## config.mk

```make
export PLATFORM = sky130hd
export DESIGN_NAME = spi_mult_master_flat
export DESIGN_NICKNAME = d
export VERILOG_FILES = /design/src/rtl/spi_mult_pkg.sv /design/src/rtl/spi_mult_master_if.sv /design/src/rtl/spi_mult_master_sclk_gen.sv /design/src/rtl/spi_mult_master.sv /design/src/flat_wrapper.sv
export SDC_FILE = /design/constraint.sdc
export NUM_CORES = 1
export LEC_CHECK = 0
export CORE_ASPECT_RATIO = 0.9
export CORE_MARGIN = 2
export CORE_UTILIZATION = 53
export CTS_BUF_LIST = sky130_fd_sc_hd__clkbuf_8
export CTS_CLUSTER_DIAMETER = 60
export CTS_CLUSTER_SIZE = 20
export DETAILED_ROUTE_END_ITERATION = 7
export HOLD_SLACK_MARGIN = 0.1
export PLACE_DENSITY = 0.79
export RECOVER_POWER = 50
export SLEW_MARGIN = 20
export SYNTH_ARGS = -nofsm -noshare
export SYNTH_HDL_FRONTEND = slang
export SYNTH_SLANG_ARGS = --single-unit
```

## constraint.sdc

```tcl
create_clock -name clk -period 2.3 [get_ports clk]
set_clock_uncertainty 0.1 [all_clocks]
set_input_delay 0.46 -clock clk [delete_from_list [all_inputs] [get_ports clk]]
set_output_delay 0.46 -clock clk [all_outputs]
set_load 0.1 [all_outputs]
```

## src/rtl/spi_mult_pkg.sv

```systemverilog
// Shared types and constants for the SPI multiply master.
// Operand width, frame width, FSM states and the SPI mode-0 idle level.
package spi_mult_pkg;

  localparam int OP_W    = 4;
  localparam int FRAME_W = 2 * OP_W;

  localparam logic SCLK_IDLE = 1'b0;

  typedef enum logic [2:0] {
    IDLE,
    SETUP,
    SEND,
    WAIT,
    RECV,
    HOLD
  } state_e;

endpackage

```

## src/rtl/spi_mult_master_if.sv

```systemverilog
// Host-side start/done bundle of the SPI multiply master.
// master drives a request, slave is the SPI controller itself.
interface spi_mult_master_if;
  import spi_mult_pkg::*;

  logic               start;
  logic [OP_W-1:0]    a;
  logic [OP_W-1:0]    b;
  logic               busy;
  logic               done;
  logic [FRAME_W-1:0] product;
  logic               err;

  modport master (
    output start, a, b,
    input  busy, done, product, err
  );

  modport slave (
    input  start, a, b,
    output busy, done, product, err
  );

endinterface

```

## src/rtl/spi_mult_master_sclk_gen.sv

```systemverilog
// SCLK generator: half-period counter with enable and toggle gate.
// Ticks mark the clk cycle before SCLK rises/falls and the last high cycle.
module spi_mult_master_sclk_gen
  import spi_mult_pkg::*;
#(
  parameter int CLK_DIV = 4
) (
  input  logic clk,
  input  logic reset,
  input  logic en_i,
  input  logic tog_i,
  output logic sclk_o,
  output logic half_tick_o,
  output logic rise_tick_o,
  output logic fall_tick_o,
  output logic sample_tick_o
);

  localparam int CW = (CLK_DIV > 2) ? $clog2(CLK_DIV) : 1;
  localparam logic [CW-1:0] LAST = CW'(CLK_DIV - 1);

  logic [CW-1:0] cnt_q, cnt_d;
  logic          sclk_q, sclk_d;
  logic          half;

  always_comb begin
    half   = en_i && (cnt_q == LAST);
    cnt_d  = cnt_q + CW'(1);
    sclk_d = sclk_q;
    if (!en_i || half) cnt_d = '0;
    if (!en_i) sclk_d = SCLK_IDLE;
    else if (half && tog_i) sclk_d = ~sclk_q;
  end

  always_ff @(posedge clk) begin
    if (reset) begin
      cnt_q  <= '0;
      sclk_q <= SCLK_IDLE;
    end else begin
      cnt_q  <= cnt_d;
      sclk_q <= sclk_d;
    end
  end

  assign sclk_o        = sclk_q;
  assign half_tick_o   = half;
  assign rise_tick_o   = half && tog_i && !sclk_q;
  assign fall_tick_o   = half && tog_i && sclk_q;
  assign sample_tick_o = half && sclk_q;

endmodule

```

## src/rtl/spi_mult_master.sv

```systemverilog
// SPI master for one multiply transaction: send {b,a}, idle, receive product.
// SPI_MULT_CHECK_EN adds a local a*b compare driving err.
module spi_mult_master
  import spi_mult_pkg::*;
#(
  parameter int CLK_DIV    = 4,
  parameter int WAIT_SCLKS = 2
) (
  input  logic             clk,
  input  logic             reset,
  spi_mult_master_if.slave host,
  output logic             SCLK,
  output logic             CS,
  output logic             MOSI,
  input  logic             MISO
);

  localparam logic [15:0] FRAME_P = 16'(FRAME_W);
  localparam logic [15:0] WAIT_P  = 16'(WAIT_SCLKS);

  state_e             state_q, state_d;
  logic [FRAME_W-1:0] tx_q, tx_d;
  logic [FRAME_W-1:0] rx_q, rx_d;
  logic [FRAME_W-1:0] prod_q, prod_d;
  logic [15:0]        per_q, per_d;
  logic               mosi_q, mosi_d;
  logic               cs_q, cs_d;
  logic               done_q, done_d;
  logic               accept, en, tog;
  logic               half_tick, rise_tick;
  logic               fall_tick, sample_tick;

  assign accept = host.start && (state_q == IDLE);
  assign en     = (state_q != IDLE);

  // The last low half of RECV must not rise: HOLD follows with SCLK low.
  always_comb begin
    tog = 1'b0;
    unique case (state_q)
      SETUP, SEND, WAIT: tog = 1'b1;
      RECV:              tog = (per_q != FRAME_P);
      default:           tog = 1'b0;
    endcase
  end

  spi_mult_master_sclk_gen #(
    .CLK_DIV(CLK_DIV)
  ) u_sclk (
    .clk          (clk),
    .reset        (reset),
    .en_i         (en),
    .tog_i        (tog),
    .sclk_o       (SCLK),
    .half_tick_o  (half_tick),
    .rise_tick_o  (rise_tick),
    .fall_tick_o  (fall_tick),
    .sample_tick_o(sample_tick)
  );

  always_comb begin
    state_d = state_q;
    tx_d    = tx_q;
    rx_d    = rx_q;
    prod_d  = prod_q;
    per_d   = per_q;
    mosi_d  = mosi_q;
    done_d  = 1'b0;
    unique case (state_q)
      IDLE: begin
        mosi_d = 1'b0;
        if (accept) begin
          state_d = SETUP;
          tx_d    = {host.b, host.a};
          rx_d    = '0;
          per_d   = '0;
          mosi_d  = host.b[OP_W-1];
        end
      end
      SETUP: if (rise_tick) state_d = SEND;
      SEND: begin
        if (fall_tick) begin
          per_d  = per_q + 16'd1;
          tx_d   = {tx_q[FRAME_W-2:0], 1'b0};
          mosi_d = tx_q[FRAME_W-2];
        end
        if (rise_tick && per_q == FRAME_P) begin
          per_d   = '0;
          state_d = (WAIT_SCLKS == 0) ? RECV : WAIT;
        end
      end
      WAIT: begin
        if (fall_tick) per_d = per_q + 16'd1;
        if (rise_tick && per_q == WAIT_P) begin
          per_d   = '0;
          state_d = RECV;
        end
      end
      RECV: begin
        if (sample_tick) begin
          rx_d  = {rx_q[FRAME_W-2:0], MISO};
          per_d = per_q + 16'd1;
        end
        if (half_tick && per_q == FRAME_P) state_d = HOLD;
      end
      HOLD: begin
        if (half_tick) begin
          state_d = IDLE;
          done_d  = 1'b1;
          prod_d  = rx_q;
        end
      end
      default: state_d = IDLE;
    endcase
    cs_d = (state_d == IDLE);
  end

  always_ff @(posedge clk) begin
    if (reset) begin
      state_q <= IDLE;
      tx_q    <= '0;
      rx_q    <= '0;
      prod_q  <= '0;
      per_q   <= '0;
      mosi_q  <= 1'b0;
      cs_q    <= 1'b1;
      done_q  <= 1'b0;
    end else begin
      state_q <= state_d;
      tx_q    <= tx_d;
      rx_q    <= rx_d;
      prod_q  <= prod_d;
      per_q   <= per_d;
      mosi_q  <= mosi_d;
      cs_q    <= cs_d;
      done_q  <= done_d;
    end
  end

  assign CS           = cs_q;
  assign MOSI         = mosi_q;
  assign host.busy    = en;
  assign host.done    = done_q;
  assign host.product = prod_q;

`ifdef SPI_MULT_CHECK_EN
  logic [OP_W-1:0]    opa_q, opb_q;
  logic               err_q, err_d;
  logic [FRAME_W-1:0] chk_prod;

  assign chk_prod = {{OP_W{1'b0}}, opa_q} * {{OP_W{1'b0}}, opb_q};

  always_comb begin
    err_d = err_q;
    if (state_q == HOLD && half_tick) err_d = (rx_q != chk_prod);
  end

  always_ff @(posedge clk) begin
    if (reset) begin
      opa_q <= '0;
      opb_q <= '0;
      err_q <= 1'b0;
    end else begin
      if (accept) begin
        opa_q <= host.a;
        opb_q <= host.b;
      end
      err_q <= err_d;
    end
  end

  assign host.err = err_q;
`else
  assign host.err = 1'b0;
`endif

endmodule

```

## src/flat_wrapper.sv

```systemverilog
// flat-port wrapper written by rule: the top's interface ports become plain ports
module spi_mult_master_flat import spi_mult_pkg::*;
#(
  parameter int CLK_DIV    = 4,
  parameter int WAIT_SCLKS = 2
)
  (clk, reset, SCLK, CS, MOSI, MISO, host_start, host_a, host_b, host_busy, host_done, host_product, host_err);
  spi_mult_master_if host_i ();
  input  logic clk;
  input  logic reset;
  output logic SCLK;
  output logic CS;
  output logic MOSI;
  input  logic MISO;
  input wire logic [$bits(host_i.start)-1:0] host_start;
  input wire logic [$bits(host_i.a)-1:0] host_a;
  input wire logic [$bits(host_i.b)-1:0] host_b;
  output wire logic [$bits(host_i.busy)-1:0] host_busy;
  output wire logic [$bits(host_i.done)-1:0] host_done;
  output wire logic [$bits(host_i.product)-1:0] host_product;
  output wire logic [$bits(host_i.err)-1:0] host_err;
  assign host_i.start = host_start;
  assign host_i.a = host_a;
  assign host_i.b = host_b;
  assign host_busy = host_i.busy;
  assign host_done = host_i.done;
  assign host_product = host_i.product;
  assign host_err = host_i.err;
  spi_mult_master #(.CLK_DIV(CLK_DIV), .WAIT_SCLKS(WAIT_SCLKS)) u_core (.clk(clk), .reset(reset), .host(host_i), .SCLK(SCLK), .CS(CS), .MOSI(MOSI), .MISO(MISO));
endmodule
```

### Routing congestion

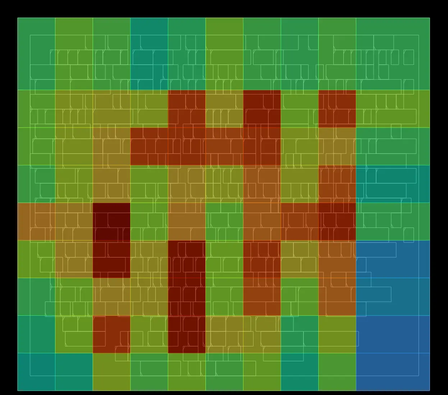
routing layer with the top usage in global route: met2
GRT Overall Usage: 26.5%
grt met1 use: 36.6%

### Cell classes on the final placement

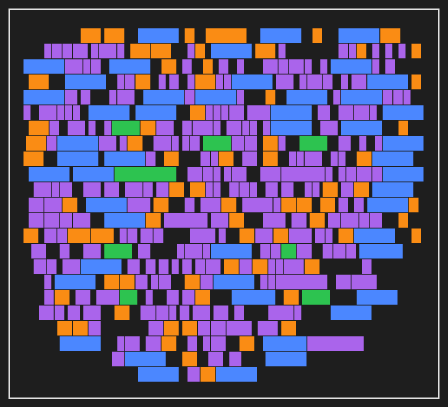
| class | colour | cells |
|---|---|---|
| flops | blue | 48 |
| clock drivers and dummy loads | green | 8 |
| other buffers and delay cells | orange | 72 |
| combinational and other logic | purple | 236 |
area of the core region: 4460 um^2
fraction of area in registers: 30.3%
final std cell area, no fill: 3180 um^2
core occupancy in the finished layout: 71.3%
placement row count: 23

### Where the registers sit

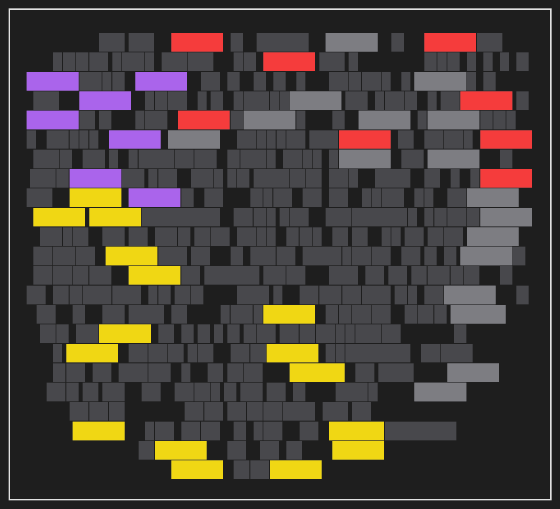
| name in the netlist | colour | flops |
|---|---|---|
| u_core.per_q | yellow | 16 |
| u_core.tx_q | purple | 7 |
| u_core.host.product | red | 8 |
not coloured: 17
flip-flop and latch power: 861 uW
Sequential cell area: 965 um^2

### Cell density map

8 x 7 tiles, from black (low) to pale yellow (high), 0 to 100% covered.
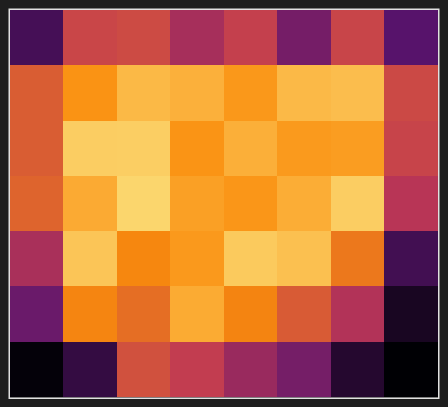
emptiest ninth of the die: lower right
tiles over 75% full: 41%
densest ninth of the die: centre
mean over tiles: 60%
nearly empty tiles: 3.6%
effective utilization at floorplan: 54.8%

### Drive-strength map

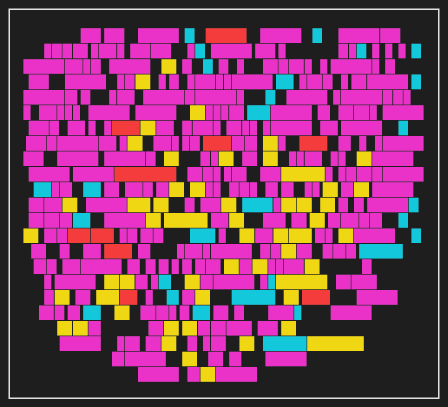
| size | colour | cells |
|---|---|---|
| _6 and larger | red | 10 |
| _0 and _1 cells | magenta | 272 |
| _2 cells | cyan | 28 |
| _3 and _4 cells | yellow | 54 |
non-clock buffer count: 72
PnR worst setup slack: -0.0146 ns
Layout area overhead: 30.0%

==> flip-flops by register name (all words and copies together) (netlist names) <==
signal	flops
u_core.rx_q	8
u_core.MOSI	1
u_core.per_q	16
u_core.host.done	1
u_core.CS	1
u_core.u_sclk.cnt_q	2
u_core.u_sclk.sclk_o	1
u_core.tx_q	7
u_core.host.product	8
u_core.state_q	3
==> worst reg2reg max path, stage by stage (launching register included) <==
cell       delay [ns]
dfxtp_2          0.33
inv_2            0.07
ha_4             0.13
or4bb_1          0.46
or4_4            0.46
o2bb2ai_4        0.18
o31ai_4          0.25
buf_6            0.16
a211oi_1         0.04
==> metrics.cfg <==
[run_status]
run_status = complete, but fails checks
failed_checks = setup timing

[timing]
postLayoutSetupSlackWorst_ns = -0.0146
final.setup.tns_ns = -0.0272
period_utilisation_layout_pct = 101
timing_hold_violations_final = 0
setup_violations = 5
setup_repair_after_global_routing_missed_its_margin = yes
timing.slew.headroom_pct = 63.8
clock.fmax_mhz = 432

[pwr]
cell_internal_pwr_mw = 1.25
fraction_of_power_consumed_by_the_clock_network_pct = 37.4
powerComb_uw = 189
power_leader = registers
post-layout-total-power_mw = 1.68

[worst_setup_path]
worstSetupStartpointType = register
timing.rr.end = u_core.per_q[15]
critical_path.n_buffers_inverters = 2
worst_r2r_startpoint = u_core.per_q[0]
path_max_fanout = 4
max_stage_delay_ns = 0.46
crit_arrival_ns = 2.40
crit_path_top_delay_cell = or4bb_1
worstPathCellList = inv_2 > ha_4 > or4bb_1 > or4_4 > o2bb2ai_4 > o31ai_4 > buf_6 > a211oi_1
timing.critical_path.depth = 8
worst_r2r_path_depth = 8

[logic_synthesis]
synth_compound_gate_area_share_pct = 24.1
dominantRegCellSynth = dfxtp_1
yosys_warnings = 0
synth_adder_area_share_pct = 2.05
yosys.area.top_type_share_pct = 39.3
synth.avg_cell_area_um2 = 8.07
topCombFamilyByArea = simple AND/OR/NAND/NOR gates
number_of_cells_in_the_yosys_synthesis_report = 303
ys_async_sr_fraction_pct = 0
synth-area-yosys_um2 = 2450
post-synth-top-area-cell = dfxtp_1
xor_share_pct = 0
area_leaders = dfxtp_1 (39%), nand2_1 (6.3%), nor2_1 (4.5%)

[floorplan]
ios = 26
die_w_um = 75.6
floorplan.die_area_um2 = 5180
total_number_of_tap_cells = 62
die_h_um = 68.5

[clock_tree]
worst_setup_hold_path_clk_slew_ns = 0.09
cts_resized = 10
cts_tree = yes
clock_tree.htree_level_count = 2
numCtsBuffers = 5

[final_layout]
final_layout_size_suffix_gt1_share_pct = 25.3
layout.nets = 379
largestClassByArea = multi-input combinational cells
clock_buffers = 5
comb-cell-share_pct = 45.2
post_layout_nonfiller_instances = 426
commonest_non_fill_non_tap_cells_in_the_layout = buf_4 (46), dfxtp_1 (45), nand2_1 (41)
ff_count = 48

[route]
route.antenna.remaining_nets = 0
detail_route.drc_violations = 0
met3_length_um = 325
viasPerCell = 5.92
num_vias = 2520

[run]
maxCapViolCount = 0

[placed_design]
place_inst = 417
io_buffers = 24
dp_hpwl_um = 4560

[worst_hold_path]
hold_start = u_core.u_sclk.cnt_q[0]
worst_hold_path.endpoint = u_core.u_sclk.cnt_q[0]

[grt]
grt.met3_usage_pct = 5.45

Power figures rest on the tool's default switching activity, not on a simulated workload.
